## src/rtl/bram_bank_seq_pkg.sv

```systemverilog
// Shared definitions for the coefficient bank load/drain sequencer:
// FSM state encoding, default geometry and the address bit-reverse helper.
package bram_bank_seq_pkg;

   localparam int DEF_DATA_WIDTH = 54;
   localparam int DEF_ADDR_WIDTH = 10;

   typedef enum logic [1:0] {
      ST_IDLE  = 2'd0,
      ST_LOAD  = 2'd1,
      ST_DRAIN = 2'd2
   } state_e;

   // Reverse the low 'width' bits of 'val'; bits above 'width' come back as zero.
   function automatic logic [31:0] bit_rev(input logic [31:0] val, input int width);
      logic [31:0] r;
      r = '0;
      for (int i = 0; i < 32; i++) begin
         if (i < width) begin
            r[i] = val[width - 1 - i];
         end
      end
      return r;
   endfunction

endpackage : bram_bank_seq_pkg

```

## src/rtl/bram_rd_skid.sv

```systemverilog
// Two-entry skid that absorbs the one-cycle bank read latency on the drain
// side. It tracks the read in flight and tells the sequencer whether another
// read may be issued without overrunning the two entries.
module bram_rd_skid #(
   parameter int DATA_WIDTH = 54
) (
   input  logic                  clk,
   input  logic                  rst_n,
   input  logic                  flush,
   input  logic                  rd_issue,
   input  logic [DATA_WIDTH-1:0] rd_data,
   input  logic                  out_ready,
   output logic                  out_valid,
   output logic [DATA_WIDTH-1:0] out_data,
   output logic                  rd_allow
);

   logic                  inflight_q, inflight_d;
   logic [1:0]            cnt_q, cnt_d;
   logic [DATA_WIDTH-1:0] ent0_q, ent0_d;
   logic [DATA_WIDTH-1:0] ent1_q, ent1_d;

   logic       pop;
   logic [1:0] kept;
   logic [2:0] occ;

   assign out_valid = (cnt_q != 2'd0);
   assign out_data  = ent0_q;
   assign pop       = out_valid & out_ready;

   // Occupancy seen by the next read: entries left after this cycle's pop
   // plus the read that lands this cycle. Counting the pop keeps one beat
   // per cycle flowing when the consumer never stalls.
   assign occ      = {1'b0, cnt_q} - {2'b00, pop} + {2'b00, inflight_q};
   assign rd_allow = (occ < 3'd2);

   // Next-state of the skid: pop shifts entry 1 forward, a landing read
   // fills the first free slot.
   always_comb begin
      // NOTE: every signal gets a default first so no path leaves it unassigned and infers a latch.
      inflight_d = rd_issue;
      cnt_d      = cnt_q - {1'b0, pop} + {1'b0, inflight_q};
      ent0_d     = ent0_q;
      ent1_d     = ent1_q;
      kept       = cnt_q - {1'b0, pop};
      if (pop) begin
         ent0_d = ent1_q;
      end
      if (inflight_q) begin
         if (kept == 2'd0) begin
            ent0_d = rd_data;
         end else begin
            ent1_d = rd_data;
         end
      end
      if (flush) begin
         inflight_d = 1'b0;
         cnt_d      = 2'd0;
      end
   end

   // Skid state register with synchronous active-low reset.
   always_ff @(posedge clk) begin
      // NOTE: sequential state uses non-blocking assignments so all flops update together at the edge.
      if (!rst_n) begin
         inflight_q <= 1'b0;
         cnt_q      <= 2'd0;
         // NOTE: the two entries are plain flops, not RAM, so they are reset to give out_data a defined value.
         ent0_q     <= '0;
         ent1_q     <= '0;
      end else begin
         inflight_q <= inflight_d;
         cnt_q      <= cnt_d;
         ent0_q     <= ent0_d;
         ent1_q     <= ent1_d;
      end
   end

endmodule : bram_rd_skid

```

## src/rtl/bram_bank_seq.sv

```systemverilog
// Load/drain sequencer for one coefficient bank: writes N coefficients in
// arrival order, then streams them back in natural or bit-reversed order
// through a latency-absorbing skid. The bank itself is external and is
// never cleared by reset.
module bram_bank_seq
   import bram_bank_seq_pkg::*;
#(
   parameter int DATA_WIDTH = DEF_DATA_WIDTH,
   parameter int ADDR_WIDTH = DEF_ADDR_WIDTH
) (
   input  logic                  clk,
   input  logic                  rst_n,
   input  logic                  start,
   input  logic                  bitrev,
   input  logic                  in_valid,
   output logic                  in_ready,
   input  logic [DATA_WIDTH-1:0] in_data,
   output logic                  out_valid,
   input  logic                  out_ready,
   output logic [DATA_WIDTH-1:0] out_data,
   output logic                  busy,
   output logic                  done,
   output logic [ADDR_WIDTH-1:0] bram_addr_read,
   output logic [ADDR_WIDTH-1:0] bram_addr_write,
   output logic                  bram_we,
   output logic [DATA_WIDTH-1:0] bram_data_in,
   input  logic [DATA_WIDTH-1:0] bram_data_out
);

   localparam logic [ADDR_WIDTH-1:0] LAST = '1;

   state_e                state_q, state_d;
   logic [ADDR_WIDTH-1:0] wr_cnt_q, wr_cnt_d;
   logic [ADDR_WIDTH-1:0] rd_cnt_q, rd_cnt_d;
   logic [ADDR_WIDTH-1:0] out_cnt_q, out_cnt_d;
   logic                  rd_all_q, rd_all_d;
   logic                  bitrev_q, bitrev_d;

   logic                  frame_start;
   logic                  load_beat;
   logic                  drain_beat;
   logic                  last_beat;
   logic                  rd_issue;
   logic                  rd_allow;
   logic [ADDR_WIDTH-1:0] rd_addr;

   // start is only honoured in IDLE; a start during a frame, including the
   // cycle done pulses, falls through these terms unused.
   assign frame_start = (state_q == ST_IDLE) & start;
   assign load_beat   = (state_q == ST_LOAD) & in_valid;
   assign drain_beat  = (state_q == ST_DRAIN) & out_valid & out_ready;
   assign last_beat   = drain_beat & (out_cnt_q == LAST);
   // rd_all_q stops issue once the last address has gone out, so rd_cnt
   // never has to step past N-1.
   assign rd_issue    = (state_q == ST_DRAIN) & ~rd_all_q & rd_allow;
   assign rd_addr     = bitrev_q ? ADDR_WIDTH'(bit_rev(32'(rd_cnt_q), ADDR_WIDTH)) : rd_cnt_q;

   bram_rd_skid #(
      .DATA_WIDTH(DATA_WIDTH)
   ) u_skid (
      .clk      (clk),
      .rst_n    (rst_n),
      .flush    (frame_start),
      .rd_issue (rd_issue),
      .rd_data  (bram_data_out),
      .out_ready(out_ready),
      .out_valid(out_valid),
      .out_data (out_data),
      .rd_allow (rd_allow)
   );

   // FSM state register.
   always_ff @(posedge clk) begin
      if (!rst_n) begin
         state_q <= ST_IDLE;
      end else begin
         state_q <= state_d;
      end
   end

   // FSM next-state logic.
   always_comb begin
      state_d = state_q;
      unique case (state_q)
         ST_IDLE:  if (frame_start) state_d = ST_LOAD;
         ST_LOAD:  if (load_beat && wr_cnt_q == LAST) state_d = ST_DRAIN;
         ST_DRAIN: if (last_beat) state_d = ST_IDLE;
         default:  state_d = ST_IDLE;
      endcase
   end

   // FSM outputs and the bank write/read ports.
   always_comb begin
      in_ready        = (state_q == ST_LOAD);
      busy            = (state_q != ST_IDLE);
      done            = last_beat;
      bram_we         = load_beat;
      bram_addr_write = wr_cnt_q;
      bram_data_in    = load_beat ? in_data : '0;
      bram_addr_read  = (state_q == ST_DRAIN) ? rd_addr : '0;
   end

   // Frame counters and latched drain order: cleared on frame start,
   // advanced by accepted writes, issued reads and transferred beats.
   always_comb begin
      wr_cnt_d  = wr_cnt_q;
      rd_cnt_d  = rd_cnt_q;
      out_cnt_d = out_cnt_q;
      rd_all_d  = rd_all_q;
      bitrev_d  = bitrev_q;
      if (frame_start) begin
         wr_cnt_d  = '0;
         rd_cnt_d  = '0;
         out_cnt_d = '0;
         rd_all_d  = 1'b0;
         bitrev_d  = bitrev;
      end
      if (load_beat) begin
         wr_cnt_d = wr_cnt_q + 1'b1;
      end
      if (rd_issue) begin
         if (rd_cnt_q == LAST) begin
            rd_all_d = 1'b1;
         end else begin
            rd_cnt_d = rd_cnt_q + 1'b1;
         end
      end
      if (drain_beat) begin
         out_cnt_d = out_cnt_q + 1'b1;
      end
   end

   // Counter registers.
   always_ff @(posedge clk) begin
      if (!rst_n) begin
         wr_cnt_q  <= '0;
         rd_cnt_q  <= '0;
         out_cnt_q <= '0;
         rd_all_q  <= 1'b0;
         bitrev_q  <= 1'b0;
      end else begin
         wr_cnt_q  <= wr_cnt_d;
         rd_cnt_q  <= rd_cnt_d;
         out_cnt_q <= out_cnt_d;
         rd_all_q  <= rd_all_d;
         bitrev_q  <= bitrev_d;
      end
   end

endmodule : bram_bank_seq

```

## config.mk

```make
export PLATFORM = sky130hd
export DESIGN_NAME = bram_bank_seq
export DESIGN_NICKNAME = d
export VERILOG_FILES = /design/src/rtl/bram_bank_seq_pkg.sv /design/src/rtl/bram_rd_skid.sv /design/src/rtl/bram_bank_seq.sv
export SDC_FILE = /design/constraint.sdc
export NUM_CORES = 1
export LEC_CHECK = 0
export ABC_AREA = 1
export CAP_MARGIN = 25
export CORE_UTILIZATION = 48
export CTS_BUF_LIST = sky130_fd_sc_hd__clkbuf_16
export CTS_CLUSTER_DIAMETER = 120
export DETAILED_ROUTE_END_ITERATION = 8
export HOLD_SLACK_MARGIN = 0.12
export PLACE_DENSITY = 0.92
export RECOVER_POWER = 50
export SLEW_MARGIN = 20
export SYNTH_ARGS = -nofsm -noshare
export SYNTH_HDL_FRONTEND = slang
export SYNTH_SLANG_ARGS = --single-unit
```

## constraint.sdc

```tcl
create_clock -name clk -period 5.9 [get_ports clk]
set_input_delay 0.59 -clock clk [delete_from_list [all_inputs] [get_ports clk]]
set_output_delay 0.59 -clock clk [all_outputs]
set_load 0.005 [all_outputs]
```

Supply network:
The bar under the picture is 20 µm long. Pins as bars on the die edge. Tap cells in grey.
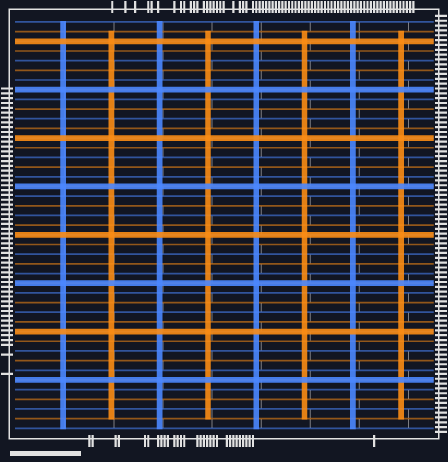
orange -> VDD
blue -> VSS
tap cells = 176
met5 straps = 8
Die X: 120 µm
Die H: 120 µm

Cells coloured by class:
The bar under the picture is 20 µm long.
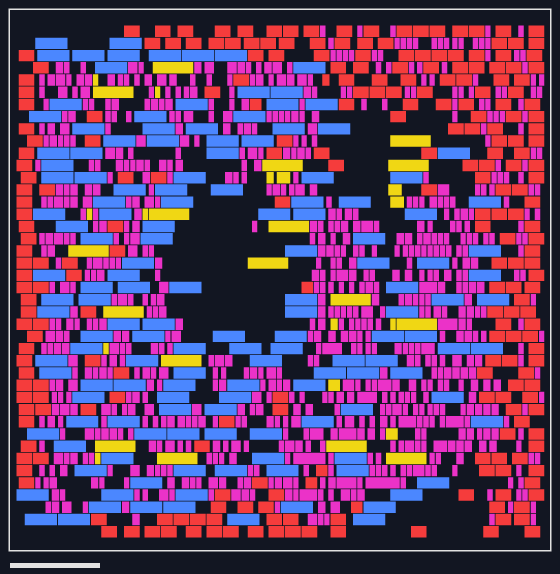
yellow -> clock drivers and dummy loads  # cells 31
magenta -> all other logic  # cells 783
red -> other buffers and delay cells  # cells 251
blue -> flip-flops  # cells 145
design area: 9600 µm²
placement row count: 42
final core occ: 71.4%

Clock distribution:
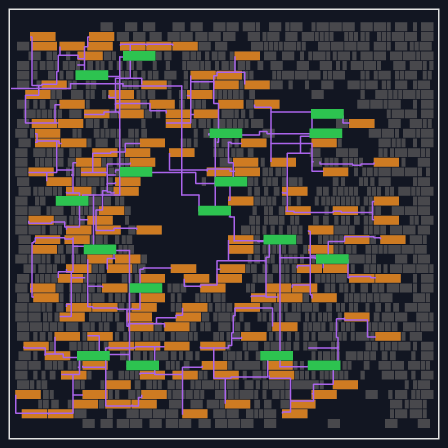
green -> cells driving clock nets  # count 17
orange -> flip-flops  # count 145
purple -> clock wires  # length 1670 µm
routed clock nets = 18
flops lie = spread over the die
clk ins delay skew pair: 0.42 ns
clock power share: 44.5%
Clock group: 0.926 mW
skew final: 0.0107 ns

==> flow_summary_export.csv <==
group,metric,value,unit
grt,antenna_found_initial,1,
worst_setup_path,path_cells,"dlygate4sd3_1, inv_1, nor2_1, inv_1, nor2_1, clkdlybuf4s50_1",
sta,setup_viol,0,
placement,hpwl,12.3,mm
hold_path,min_from,"out_cnt_q[7]$_SDFFE_PN0P_",
synthesis,ys_ff,145,
grt,grt_max_degree,109,
cells_and_area,nets,1317,
cts,tritoncts,"built",
power,peakVddDrop,0.000167,V
status,status,"finished, violations left",
cts,cts.sinks,145,
synthesis,synth_area,6720,µm²
worst_setup_path,rrSetupSlack,2.63,ns
power,p_comb_share,8.1,%
worst_setup_path,cp.required,5.31,ns
sta,slew_headroom,-7.08,%
worst_setup_path,reg2reg_to,"rd_cnt_q[3]$_SDFF_PN0_",
cts,cts_max_level,4,
power,p_int,1.61,mW
placement,place_congestion,0.872,
synthesis,yosys-stat-area,6720,µm²
worst_setup_path,cp_max_fo,58,
cts,cts_buffers,17,
placement,io_buffers,246,
hold_path,hold_path.class,"reg -> reg",
worst_setup_path,crit_arrival,3.49,ns
sta,worst_pin_slew,1.60,ns
sta,hold_viol_final,0,
synthesis,seq_area_frac_synth,43.2,%
cts,path_clk_slew,0.05,ns
placement,place_area,9100,µm²
synthesis,synth_cells,990,
worst_setup_path,r2r-start,"u_skid.cnt_q[1]$_SDFF_PP0_",
sta,fin_crit,4.08,ns
worst_setup_path,cp-endpoint,"bram_data_in[37]",
synthesis,ys_cells,990,
route,drtIter0Drc,640,
cts,clockBufferDepth,2,
status,violations,"capacitance limit, slew limit",
synthesis,synth_cell_types,32,
grt,grt_pass1_wl,30.0,mm
worst_setup_path,slowest_delay,0.88,ns
sta,period_used_share,69.2,%
placement,place_ws,2.13,ns
sta,report.final.slew_viol_count,59,
worst_setup_path,cp-startpoint,"in_valid",
route,viasPerCell,5.17,
synthesis,fp_nets,1109,
cts,post_cts_buffers,0,
hold_path,hold_end,"out_cnt_q[7]$_SDFFE_PN0P_",
power,power.density,217,nW/µm²
worst_setup_path,cp-start-kind,"input pin",
worst_setup_path,worstSetupPathType,"in -> out",
power,swShare,22.7,%
worst_setup_path,cp_slowest_cell,"inv_1",
sta,setup_ws,1.82,ns
cells_and_area,drive_gt1_share,3.88,%
floorplanning,die_area,14500,µm²
grt,overflow,0,
worst_setup_path,cp-end-kind,"output port",
synthesis,syn_avg_cell_area,6.79,µm²
hold_path,min_path_cells,2,
route,drtAntennaViolNets,0,
sta,setup_tns,0,ns
worst_setup_path,reg2regPathDepth,15,
cts,ctsHoldBuffers,0,
cts,postCtsResizedCells,0,
grt,first_global_vias,6521,
power,seqPwrFrac,47.3,%
cells_and_area,areaGrowthSynthToFinish,42.9,%
run,max-cap-violations,1,
floorplanning,fp_util,50.0,%
power,leakage,4.04,nW
route,drc_errors,0,
sta,rsz0062_at_grt,"false",
cells_and_area,lay_top_cells,"208 x nand2_1, 208 x nor2_1, 175 x clkdlybuf4s50_1",
sta,fmax,0.245,GHz
cts,clock-root-buffer,"clkbuf_16",
floorplanning,io_pins,247,
synthesis,yosys_warnings,0,
route,firstDrtPassIters,6,
run,stage_log_warnings,28,
power,p_sw,0.473,mW
Routed metal, one colour a layer:
The bar under the picture is 20 µm long. Only two layers are drawn.
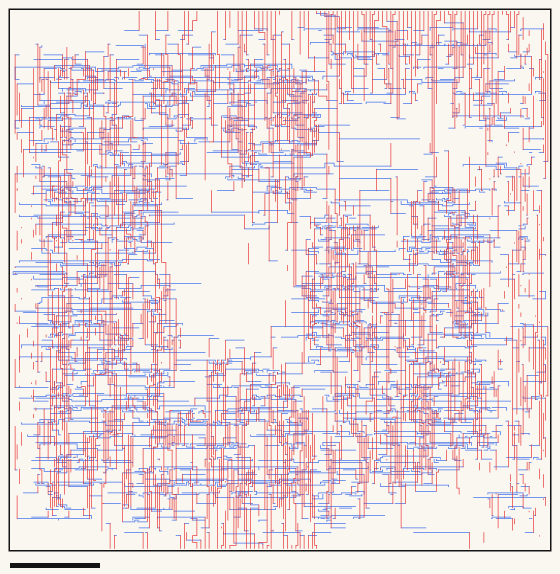
blue -> met1  # wire length 7450 µm
red -> met2  # wire length 9160 µm
GRT Overall Usage: 25.6%
WL/cell: 13.4 µm
routed via count: 7175
total wire length: 18.6 mm

Cell outlines without signal wires:
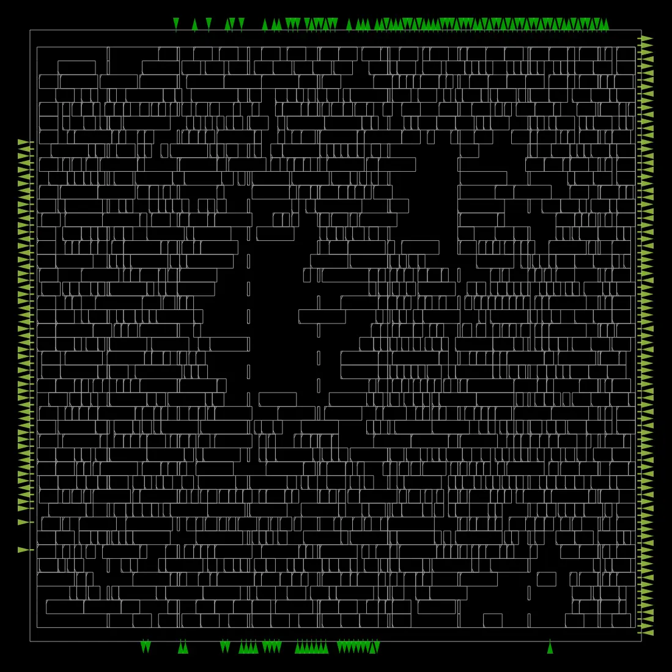
fin cells: 1387
core box area: 13500 µm²
num tapcells: 176
Seq area share: 30.2%

## sequential cells by signal (all words and copies together) (netlist names)
register,count
u_skid.cnt_q,2
state_q,2
u_skid.out_data,54
u_skid.ent1_q,54
rd_all_q,1
u_skid.inflight_q,1
out_cnt_q,10
bram_addr_write,10
bitrev_q,1
rd_cnt_q,10
## power groups by stage
stage               registers (mW)  clock network [mW]  logic [mW]
finish                       0.984               0.926       0.169
global route                 0.984               0.986       0.184
CTS                          0.984               0.940       0.170
detailed placement            1.01                   0       0.170
global placement              1.01                   0       0.167
floorplan                     1.00                   0      0.0534
## layer usage
layer / GRT usage [%] / up-vias / share of wire (%)
met5: 0 / - / 0
li1: - / 3592 / -
met4: 10.4 / 0 / 2.4
met2: 44.3 / 300 / 49
met1: 30.1 / 3249 / 40
met3: 6.70 / 34 / 8.2
## per-stage QoR
step,std cells,hold WS [ns],power (mW)
2_1_floorplan,990,0.440,1.06
3_3_place_gp,1355,0.451,1.17
3_5_place_dp,1355,0.462,1.18
4_1_cts,1386,0.470,2.09
5_1_grt,1387,0.498,2.15
6_report,1387,0.469,2.08
## Yosys cell counts
cell type	number	area, µm²
nand2_1	208	781
nor2_1	205	769
dfxtp_1	145	2900
o21ai_0	135	676
inv_1	88	330
a31oi_1	54	338
a21oi_1	37	185
buf_2	22	110
clkbuf_1	18	67.6
nand3_1	15	75.1
clkbuf_2	9	45.0
buf_6	7	78.8
inv_2	7	26.3
nor2_4	5	56.3
buf_1	4	15.0
ha_1	4	50.1
nand2_2	4	25.0
nor2_2	3	18.8
xor2_1	3	26.3
buf_4	2	15.0
nand3b_1	2	15.0
nor3_1	2	10.0
o21bai_1	2	15.0
a21oi_2	1	8.76
a22oi_1	1	7.51
fa_1	1	20.0
nand4_1	1	6.26
nand4_4	1	21.3
o21ai_1	1	5.00
o22ai_1	1	6.26
o31ai_1	1	7.51
or2_2	1	6.26
## worst max-delay path: cells and delay by family
| family | cells | cell delay, ns |
|---|---|---|
| AND/OR/NAND/NOR | 2 | 0.88 |
| buffers and inverters | 4 | 2.00 |
## area by class of cell
| class | count | area (µm²) |
|---|---|---|
| Fill cell | 1020 | 3850 |
| Multi-Input combinational cell | 688 | 3120 |
| Sequential cell | 145 | 2900 |
| Timing Repair Buffer | 251 | 2490 |
| Clock buffer | 17 | 425 |
| Inverter | 95 | 357 |
| Tap cell | 176 | 220 |
| Clock inverter | 14 | 77.6 |
| Antenna cell | 1 | 2.50 |
## cells by family (layout without fill, tap and decap cells)
family | Yosys count | after routing | synth area share (%)
buf+inv | 157 | 377 | 10.2
xor+xnor | 3 | 3 | 0.391
other cells | 0 | 1 | 0
flops | 145 | 145 | 43.2
fa+ha+maj | 5 | 5 | 1.04
simple gates | 447 | 447 | 26.5
compound gates | 233 | 233 | 18.6
Power figures rest on the tool's default switching activity, not on a simulated workload.
